==> src/rtl/interrupt_controller.sv <==
// Edge-triggered, maskable, fixed-priority interrupt controller feeding the hazard
// control unit. It presents one request at a time and does not nest handlers.
module interrupt_controller #(
  parameter int                    NUM_SRC    = 4,
  parameter int                    ADDR_WIDTH = 14,
  parameter logic [ADDR_WIDTH-1:0] VEC_BASE   = 14'h0004,
  parameter int                    VEC_STRIDE = 4,
  parameter logic [NUM_SRC-1:0]    MASK_RESET = 4'b0001
) (
  input  logic                  clock,
  input  logic                  nreset,
  input  logic [NUM_SRC-1:0]    irq_src,
  input  logic                  mask_we,
  input  logic [NUM_SRC-1:0]    mask_din,
  output logic [NUM_SRC-1:0]    irq_mask,
  output logic [NUM_SRC-1:0]    irq_pending,
  output logic                  interrupt,
  output logic [ADDR_WIDTH-1:0] interrupt_vector_address,
  input  logic                  int_ack,
  input  logic                  int_return,
  output logic                  in_service,
  output logic [2:0]            active_id
);

  // Handshake: interrupt rises in REQUEST and holds with a stable active_id/vector
  // until a one-cycle int_ack; int_return then closes SERVICE. Strobes seen in any
  // other state are ignored, and int_ack takes precedence over a coincident return.
  typedef enum logic [1:0] {S_IDLE, S_REQUEST, S_SERVICE} state_t;

  localparam logic [NUM_SRC-1:0] LP_SRC0 = {{(NUM_SRC-1){1'b0}}, 1'b1};

  state_t                  r_state;
  logic [NUM_SRC-1:0]      r_src_q;
  logic [NUM_SRC-1:0]      r_pending;
  logic [NUM_SRC-1:0]      r_mask;
  logic                    r_interrupt;
  logic [ADDR_WIDTH-1:0]   r_vec;
  logic                    r_in_service;
  logic [2:0]              r_active_id;

  logic [NUM_SRC-1:0]      w_rise;
  logic [NUM_SRC-1:0]      w_elig;
  logic [NUM_SRC-1:0]      w_clr;
  logic                    w_ack_taken;
  logic [2:0]              w_win_id;
  logic [ADDR_WIDTH-1:0]   w_vec;

  assign w_rise      = irq_src & ~r_src_q;
  assign w_elig      = r_pending & (r_mask | LP_SRC0);
  assign w_ack_taken = (r_state == S_REQUEST) && int_ack;
  assign w_clr       = w_ack_taken ? (LP_SRC0 << r_active_id) : '0;

  // Lowest eligible index wins, so scan from the top down.
  always_comb begin
    w_win_id = 3'd0;
    for (int i = NUM_SRC - 1; i >= 0; i--) begin
      if (w_elig[i]) w_win_id = 3'(i);
    end
  end

  assign w_vec = VEC_BASE + ADDR_WIDTH'(32'(w_win_id) * VEC_STRIDE);

  always_ff @(posedge clock or negedge nreset) begin
    if (!nreset) begin
      r_src_q   <= '0;
      r_pending <= '0;
      r_mask    <= MASK_RESET;
    end else begin
      r_src_q   <= irq_src;
      // A new rise on the bit being acknowledged keeps it pending.
      r_pending <= (r_pending & ~w_clr) | w_rise;
      if (mask_we) r_mask <= mask_din;
    end
  end

  always_ff @(posedge clock or negedge nreset) begin
    if (!nreset) begin
      r_state      <= S_IDLE;
      r_interrupt  <= 1'b0;
      r_vec        <= '0;
      r_in_service <= 1'b0;
      r_active_id  <= 3'd0;
    end else begin
      case (r_state)
        S_IDLE: begin
          if (|w_elig) begin
            r_active_id <= w_win_id;
            r_vec       <= w_vec;
            r_interrupt <= 1'b1;
            r_state     <= S_REQUEST;
          end
        end
        S_REQUEST: begin
          if (int_ack) begin
            r_interrupt  <= 1'b0;
            r_in_service <= 1'b1;
            r_state      <= S_SERVICE;
          end
        end
        S_SERVICE: begin
          if (int_return) begin
            r_in_service <= 1'b0;
            r_state      <= S_IDLE;
          end
        end
        default: begin
          r_state      <= S_IDLE;
          r_interrupt  <= 1'b0;
          r_in_service <= 1'b0;
        end
      endcase
    end
  end

  assign irq_mask                 = r_mask;
  assign irq_pending              = r_pending;
  assign interrupt                = r_interrupt;
  assign interrupt_vector_address = r_vec;
  assign in_service               = r_in_service;
  assign active_id                = r_active_id;

endmodule

==> config.mk <==
export PLATFORM = sky130hd
export DESIGN_NAME = interrupt_controller
export DESIGN_NICKNAME = d
export VERILOG_FILES = /design/src/rtl/interrupt_controller.sv
export SDC_FILE = /design/constraint.sdc
export NUM_CORES = 1
export LEC_CHECK = 0
export ABC_AREA = 1
export CAP_MARGIN = 20
export CORE_MARGIN = 10
export CORE_UTILIZATION = 40
export CTS_BUF_LIST = sky130_fd_sc_hd__clkbuf_16
export DETAILED_ROUTE_END_ITERATION = 6
export GPL_TIMING_DRIVEN = 0
export PLACE_DENSITY = 0.76
export SYNTH_ARGS = -nofsm -noshare
export SYNTH_HDL_FRONTEND = slang
export SYNTH_SLANG_ARGS = --single-unit
==> constraint.sdc <==
create_clock -name clock -period 1.45 [get_ports clock]
set_clock_uncertainty 0.05 [all_clocks]
set_input_delay 0.145 -clock clock [delete_from_list [all_inputs] [get_ports clock]]
set_output_delay 0.145 -clock clock [all_outputs]
set_load 0.005 [all_outputs]
met1.png
Scale bar: 20 um. Supply wires on this layer in gray.
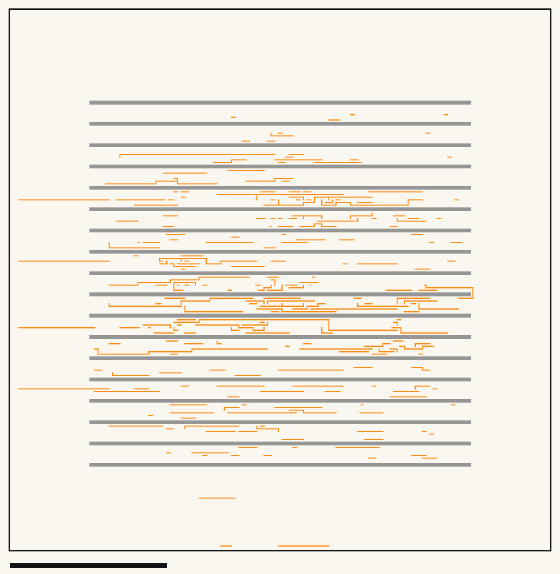
longest straight run	19.8 um
nets with wire on the layer	132
wire length on this layer	796 um

met2.png
Scale bar: 20 um.
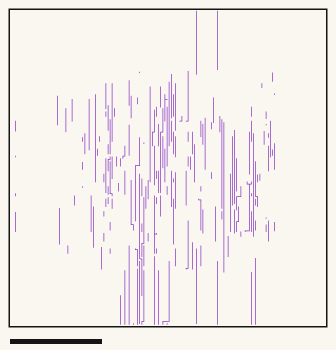
main direction	vertical
longest straight run	32.6 um

met3.png
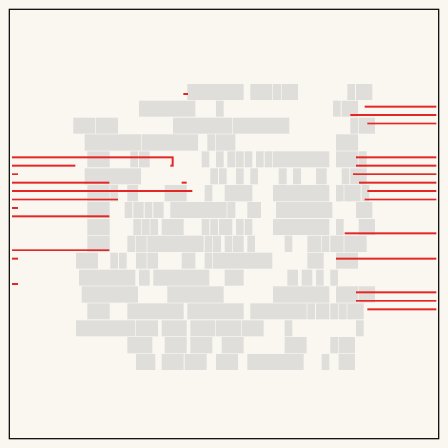
wire length on this layer	307 um
longest straight run	28.8 um
nets with wire on the layer	26

final_congestion.png
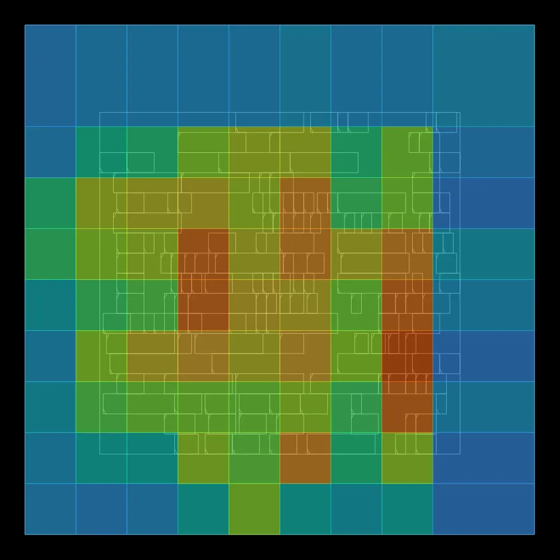
GRT met2 Usage: 0.175
grt met3 use: 0.0451
global-route met1 utilization: 0.100
Final Core Density: 0.616

clock_map.png
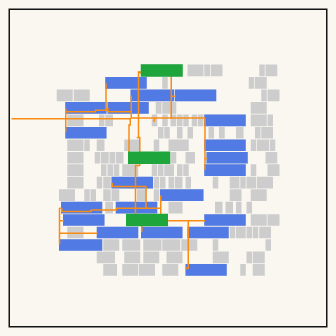
[flip-flops] blue | count: 21
[cells driving clock nets] green | count: 3
[clock wires] orange | length: 226 um
routed clock nets	4

[sequential cells by signal (all words and copies together) (netlist names)]
signal                    cells
interrupt                     1
interrupt_vector_address      3
r_state                       2
irq_mask                      4
r_src_q                       4
active_id                     2
irq_pending                   4
in_service                    1
[cell families (layout without fill, tap and decap cells)]
group / count (synthesis) / after routing / share of synthesized area
compound gates: 15 / 15 / 0.0848
fa+ha+maj: 1 / 1 / 0.0131
buf+inv: 25 / 56 / 0.145
flops: 21 / 21 / 0.550
mux: 4 / 4 / 0.0470
other cells: 1 / 12 / 0.00391
simple gates: 36 / 36 / 0.157
[layer usage]
layer	up-vias	track usage	share of wire
met1	359	0.100	0.37
met5	-	0	0
met3	2	0.0451	0.14
met2	27	0.175	0.49
li1	379	-	-
met4	0	0.0443	0.0065
==> out/notes.md <==
* 103 — synthesized instance count
* 69.0 um — vertical extent of the die
* sky130_fd_sc_hd__nand2_1 — most used standard cell by instance count after synthesis
* 0.25 ns — Worst-Skew Late Latency
* 0.425 — pre-placement core utilization
* 21 — Clock Sink Count
* 1 — buffering stage count on the worst path with inverters included
* 0.000808 W — comb pwr
* 222 — Fill cells
* completed — outcome
* sky130_fd_sc_hd__clkdlybuf4s50_1 — slowest stage cell on the critical path
* sequential cells — top cell class by occupied area
* reg -> out — kind of critical path
* 21 — number of synthesized register bits
* 338 sq um — Logic area
* 1.38 ns — post-layout min period
* sequential cells — Top power group
* sky130_fd_sc_hd__nand2_1 — most frequent logic cell in the layout
* 0 — hold buffers post-CTS
* sky130_fd_sc_hd__nand2_1 (29), sky130_fd_sc_hd__dfrtp_1 (20), sky130_fd_sc_hd__buf_4 (12), sky130_fd_sc_hd__inv_1 (12), sky130_fd_sc_hd__o21ai_1 (9) — synth cell count leaders
* sky130_fd_sc_hd__nand2_1 (29), sky130_fd_sc_hd__clkdlybuf4s50_1 (26), sky130_fd_sc_hd__dfrtp_1 (18) — most frequent logic cells in the routed design
* 0 — number of failing setup endpoints in the final timing report
* 0.000555 W — Power Clock
* 0.322 — Net Sw Frac
* 0 — number of enable-type register cells in the synthesized netlist
* interrupt_vector_address[3] — worst flop-to-flop path endpoint
* 0.00152 W — Cell Int Power
* 0 — Max-cap violations
* sky130_fd_sc_hd__dfrtp_1 — commonest register cell after synthesis
* r_src_q[1] — capture endpoint of the worst hold path
* 9.31 sq um — mean area per synthesized cell
* 0.360 — Comb pwr share
* 17 — std cell rows
* irq_pending[0] — startpoint of the worst setup timing path
* 0.00224 W — power after layout
* 0.550 — share of the yosys chip area belonging to registers
* 0.0568 — fraction of area in clock buffers and inverters
* 0 ns — Total Negative Setup Slacks
* 1.25 ns — endpoint required time on the critical path
* flop — category of the worst setup path launch point
* 21 — number of flip-flops and latches
No activity file was given, so power comes from the tool's default toggle rates.
